[src/rtl/gate_ctrl_multi.sv]
// Multi-channel barrier gate controller: per-channel travel FSM with a tick-based
// position counter, obstacle reversal, retry-limited fault lockout and registered motor outputs.
module gate_ctrl_multi #(
    parameter int NUM_GATES  = 2,
    parameter int MOVE_TICKS = 8,
    parameter int MAX_RETRY  = 3
) (
    input  logic                   clk,
    input  logic                   rst,
    input  logic                   tick,
    input  logic [2*NUM_GATES-1:0] traffic_state,
    input  logic [NUM_GATES-1:0]   obstacle,
    input  logic [NUM_GATES-1:0]   fault_clr,
    output logic [3*NUM_GATES-1:0] gate_state,
    output logic [NUM_GATES-1:0]   motor_up,
    output logic [NUM_GATES-1:0]   motor_down,
    output logic [NUM_GATES-1:0]   fault,
    output logic                   all_closed
);

    localparam logic [2:0] ST_CLOSED  = 3'b000;
    localparam logic [2:0] ST_OPENING = 3'b001;
    localparam logic [2:0] ST_OPEN    = 3'b010;
    localparam logic [2:0] ST_WAIT    = 3'b011;
    localparam logic [2:0] ST_CLOSING = 3'b100;
    localparam logic [2:0] ST_FAULT   = 3'b101;

    localparam int            PW        = $clog2(MOVE_TICKS + 1);
    localparam logic [PW-1:0] POS_FULL  = PW'(MOVE_TICKS);
    localparam logic [PW-1:0] POS_LAST  = PW'(MOVE_TICKS - 1);
    localparam logic [PW-1:0] POS_ONE   = PW'(1);
    localparam logic [3:0]    RETRY_LIM = 4'(MAX_RETRY);

    logic [2:0]    state_q [NUM_GATES];
    logic [2:0]    state_d [NUM_GATES];
    logic [PW-1:0] pos_q   [NUM_GATES];
    logic [PW-1:0] pos_d   [NUM_GATES];
    logic [3:0]    retry_q [NUM_GATES];
    logic [3:0]    retry_d [NUM_GATES];

    logic [NUM_GATES-1:0] red, green, yellow;
    logic [NUM_GATES-1:0] motor_up_q, motor_down_q, fault_q;
    logic                 all_closed_q, all_closed_d;

    for (genvar g = 0; g < NUM_GATES; g++) begin : g_chan
        assign red[g]    = (traffic_state[2*g +: 2] == 2'b00);
        assign green[g]  = (traffic_state[2*g +: 2] == 2'b01);
        assign yellow[g] = traffic_state[2*g+1];
        assign gate_state[3*g +: 3] = state_q[g];
    end

    always_comb begin
        all_closed_d = 1'b1;
        for (int g = 0; g < NUM_GATES; g++) begin
            // NOTE: every next-state value starts as its current value so no path leaves it unassigned (no latch).
            state_d[g] = state_q[g];
            pos_d[g]   = pos_q[g];
            retry_d[g] = retry_q[g];
            case (state_q[g])
                ST_CLOSED: if (green[g]) state_d[g] = ST_OPENING;
                ST_OPENING: begin
                    if (red[g]) begin
                        state_d[g] = ST_CLOSING;
                    end else if (tick) begin
                        // >= also catches a reversal that started from the fully open position
                        if (pos_q[g] >= POS_LAST) begin
                            state_d[g] = ST_OPEN;
                            pos_d[g]   = POS_FULL;
                        end else begin
                            pos_d[g] = pos_q[g] + POS_ONE;
                        end
                    end
                end
                ST_OPEN: begin
                    if (yellow[g])   state_d[g] = ST_WAIT;
                    else if (red[g]) state_d[g] = ST_CLOSING;
                end
                ST_WAIT: begin
                    if (green[g])    state_d[g] = ST_OPEN;
                    else if (red[g]) state_d[g] = ST_CLOSING;
                end
                ST_CLOSING: begin
                    if (obstacle[g]) begin
                        retry_d[g] = retry_q[g] + 4'd1;
                        state_d[g] = (retry_q[g] + 4'd1 == RETRY_LIM) ? ST_FAULT : ST_OPENING;
                    end else if (green[g]) begin
                        state_d[g] = ST_OPENING;
                    end else if (tick) begin
                        if (pos_q[g] <= POS_ONE) begin
                            state_d[g] = ST_CLOSED;
                            pos_d[g]   = '0;
                            retry_d[g] = '0;
                        end else begin
                            pos_d[g] = pos_q[g] - POS_ONE;
                        end
                    end
                end
                ST_FAULT: begin
                    if (fault_clr[g]) begin
                        state_d[g] = ST_OPENING;
                        retry_d[g] = '0;
                    end
                end
                default: state_d[g] = ST_CLOSING;
            endcase
            all_closed_d = all_closed_d & (state_d[g] == ST_CLOSED);
        end
    end

    always_ff @(posedge clk) begin
        if (rst) begin
            for (int g = 0; g < NUM_GATES; g++) begin
                state_q[g] <= ST_CLOSED;
                pos_q[g]   <= '0;
                retry_q[g] <= '0;
            end
            motor_up_q   <= '0;
            motor_down_q <= '0;
            fault_q      <= '0;
            all_closed_q <= 1'b1;
        end else begin
            // NOTE: non-blocking assignments so every register samples pre-edge values.
            for (int g = 0; g < NUM_GATES; g++) begin
                state_q[g]      <= state_d[g];
                pos_q[g]        <= pos_d[g];
                retry_q[g]      <= retry_d[g];
                motor_up_q[g]   <= (state_d[g] == ST_OPENING);
                motor_down_q[g] <= (state_d[g] == ST_CLOSING);
                fault_q[g]      <= (state_d[g] == ST_FAULT);
            end
            all_closed_q <= all_closed_d;
        end
    end

    assign motor_up   = motor_up_q;
    assign motor_down = motor_down_q;
    assign fault      = fault_q;
    assign all_closed = all_closed_q;

endmodule

[config.mk]
export PLATFORM = sky130hd
export DESIGN_NAME = gate_ctrl_multi
export DESIGN_NICKNAME = d
export VERILOG_FILES = /design/src/rtl/gate_ctrl_multi.sv
export SDC_FILE = /design/constraint.sdc
export NUM_CORES = 1
export LEC_CHECK = 0
export ABC_AREA = 1
export CORE_MARGIN = 2
export CORE_UTILIZATION = 55
export CTS_CLUSTER_DIAMETER = 30
export DETAILED_ROUTE_END_ITERATION = 12
export PLACE_DENSITY_LB_ADDON = 0.05
export SYNTH_ARGS = -nofsm -noshare
export SYNTH_HDL_FRONTEND = slang
export SYNTH_SLANG_ARGS = --single-unit
[constraint.sdc]
create_clock -name clk -period 3 [get_ports clk]
set_clock_uncertainty 0.15 [all_clocks]
set_input_delay 0.45 -clock clk [delete_from_list [all_inputs] [get_ports clk]]
set_output_delay 0.45 -clock clk [all_outputs]
set_load 0.01 [all_outputs]
Run 1, clock distribution:
Drawn at 10 px/µm.
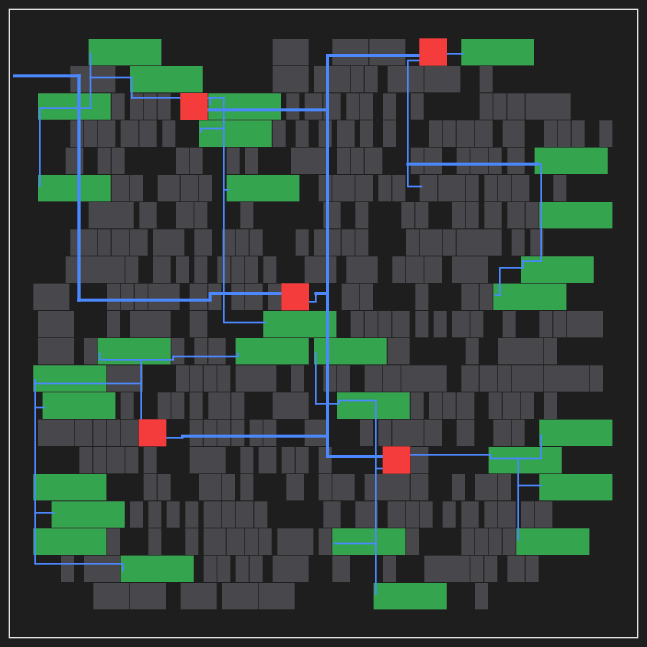
[green] flip-flops | count: 29
[red] clock drivers | count: 5
[blue] clock wires | length: 388 µm
routed clock nets: 6
flops lie: all over the die

Run 1, placed cells, one color a class:
Drawn at 6 px/µm. Fill, decap, tap and diode cells in gray.
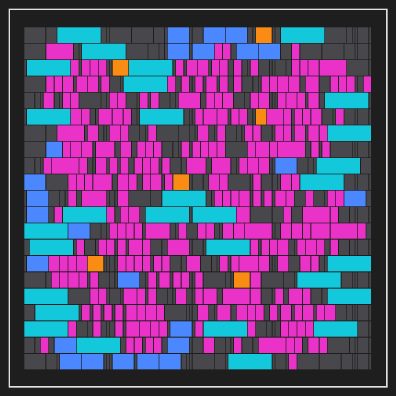
[blue] other buffers and delay cells | cells: 24
[magenta] combinational and other logic | cells: 276
[orange] clock drivers and dummy loads | cells: 6
[cyan] flops | cells: 29

==> flow_summary.json, run 1 <==
{
  "grt_pass1_wl_mm": 7.11,
  "rsz0062_at_grt": "no",
  "final_layout_size_suffix_gt1_share_pct": 8.06,
  "power_leader": "registers",
  "yosysTopAreaCellShare_pct": 30.6,
  "r2r_slack_ns": 1.27,
  "grt_use_met1_pct": 28.1,
  "port_buffers": 23,
  "numSynthFlops": 29,
  "drt_iter0_drc": 107,
  "hold_ws_ns": 0.330,
  "fin_nets": 357,
  "grt_max_degree": 15,
  "flops": 29,
  "power_switching_uw": 250,
  "post_cts_buffers": 0,
  "gr-total-overflow": 0,
  "core_area_um2": 3310,
  "top_layer": "met4",
  "routed_via_density": 4.90,
  "die_h_um": 62.7,
  "ys_warn_count": 0,
  "muxShareOfSynthArea_pct": 0,
  "cts_tree": "yes",
  "topCellsByArea": "dfxtp_1, nand2_1, inv_1, nor2_1, ha_1",
  "criticalPathCategory": "register to output pin",
  "ant_nets": 0,
  "drt_wl_total_mm": 4.01,
  "path_cells": "clkdlybuf4s50_1",
  "flop_area_um2": 581,
  "setup_ws_ns": 1.01,
  "cts_resized": 0,
  "ys_cells": 308,
  "grt_pass1_vias": 1669,
  "seqAreaFraction_pct": 26.2,
  "ir_drop_mv": 0.254,
  "adder_share_pct": 6.61,
  "syn_inst": 308,
  "crit_buf_inv": 1,
  "yosysChipArea_um2": 1890,
  "rows": 21,
  "run_status": "complete, no violations",
  "simple_gate_area_share_pct": 37.5,
  "synth_seq_share_pct": 30.6,
  "dpl_cell_area_um2": 2170,
  "aoi_share_pct": 11.4,
  "top_regs": "pos_q (8), retry_q (8), state_q (6)",
  "grt.busiest_layer": "met2",
  "leakage_uw": 0.00111
}
Run 1, clock routing:
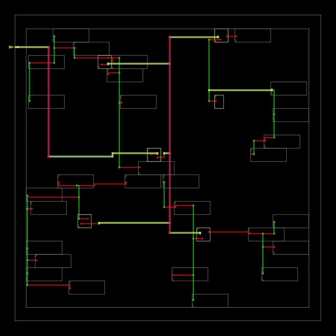
CTS Buf Count: 5
clock tree sinks: 29
Clock group: 210 µW

Run 1, pin map:
Drawn at 4 px/µm. Pins as bars across the die edge, other pins in gray.
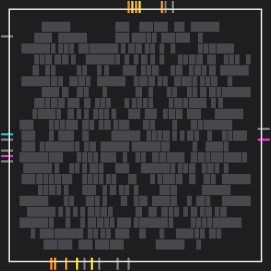
[orange] gate_state | pins: 6 | direction: output | edge: 3 top, 3 bottom
[cyan] all_closed | pins: 1 | direction: output | edge: left
[magenta] fault | pins: 2 | direction: output | edge: 1 right, 1 left
[yellow] traffic_state | pins: 4 | direction: input | edge: 2 top, 2 bottom

Run 1, met2 routing:
Drawn at 6 px/µm.
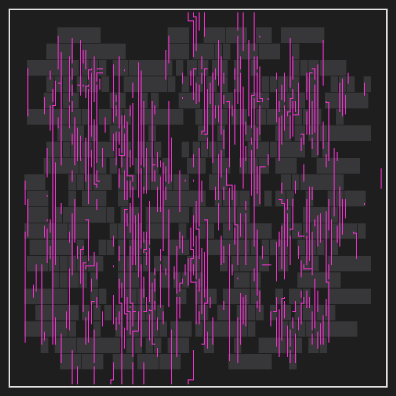

## Run 2: what changed since run 1
--- a/config.mk
+++ b/config.mk
@@ -7,7 +7,7 @@
 export LEC_CHECK = 0
 export ABC_AREA = 1
 export CORE_MARGIN = 2
-export CORE_UTILIZATION = 55
+export CORE_UTILIZATION = 50
 export CTS_CLUSTER_DIAMETER = 30
 export DETAILED_ROUTE_END_ITERATION = 12
 export PLACE_DENSITY_LB_ADDON = 0.05
==> constraint.sdc (replaced) <==
create_clock -name clk -period 1.7 [get_ports clk]
set_clock_uncertainty 0.15 [all_clocks]
set_input_delay 0.255 -clock clk [delete_from_list [all_inputs] [get_ports clk]]
set_output_delay 0.255 -clock clk [all_outputs]
set_load 0.01 [all_outputs]
Run 2, met2 routing:
Drawn at 6 px/µm.
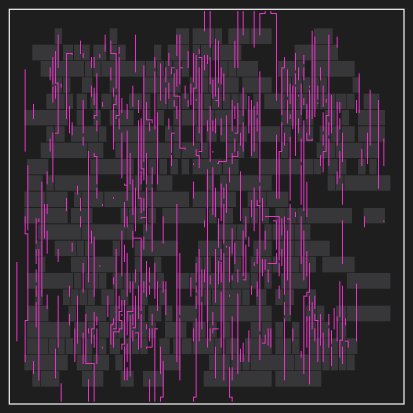
main direction: vertical
nets with wire on the layer: 280
wire length on this layer: 1970 µm
longest straight run: 29.6 µm

Run 2, clock routing:
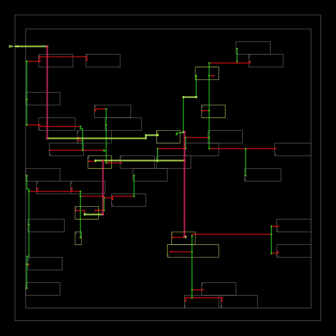
seq_cells: 29
clk_buf instances: 7
Clock group: 735 µW
insertion delay at the late pin of the worst-skew pair: 0.28 ns

Run 2, pin map:
Drawn at 4 px/µm. Pins as bars across the die edge, other pins in gray.
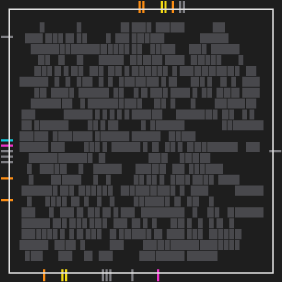
[orange] gate_state | pins: 6 | direction: output | edge: 3 top, 2 left, 1 bottom
[cyan] all_closed | pins: 1 | direction: output | edge: left
[yellow] traffic_state | pins: 4 | direction: input | edge: 2 top, 2 bottom
[magenta] fault | pins: 2 | direction: output | edge: 1 bottom, 1 left
all pins by edge: 8 left, 8 bottom, 7 top, 1 right

==> run 2 against run 1 <==
Effect of this change: sequential share of layout area is 2.2 points lower; synthesized cell count stayed put; non-clock buffer count is 14 higher; critical path type unchanged; largest cell class unchanged.
==> flow_summary.json, run 2 <==
{
  "hold_ws_ns": 0.325,
  "yosysTopAreaCellShare_pct": 30.6,
  "core_area_um2": 3660,
  "grt_use_met1_pct": 29.4,
  "dpl_cell_area_um2": 2270,
  "synth_seq_share_pct": 30.6,
  "routed_via_density": 4.84,
  "flop_area_um2": 589,
  "top_regs": "pos_q (8), retry_q (8), state_q (6)",
  "criticalPathCategory": "register to output pin",
  "grt_pass1_wl_mm": 7.26,
  "cts_resized": 3,
  "fin_nets": 371,
  "setup_ws_ns": 0.0534,
  "leakage_uw": 0.00122,
  "topCellsByArea": "dfxtp_1, nand2_1, inv_1, nor2_1, ha_1",
  "adder_share_pct": 6.61,
  "drt_wl_total_mm": 4.28,
  "seqAreaFraction_pct": 24.1,
  "cts_num_sinks": 29,
  "top_layer": "met4",
  "rows": 22,
  "ant_nets": 0,
  "yosysChipArea_um2": 1890,
  "simple_gate_area_share_pct": 37.5,
  "ys_warn_count": 0,
  "grt_pass1_vias": 1683,
  "cts_made_buffers": 5,
  "crit_buf_inv": 1,
  "port_buffers": 23,
  "drt_iter0_drc": 121,
  "cts_tree": "yes",
  "run_status": "complete, no violations",
  "numSynthFlops": 29,
  "post_cts_buffers": 0,
  "aoi_share_pct": 11.4,
  "power_leader": "registers"
}
Power and IR drop assume default switching activity.
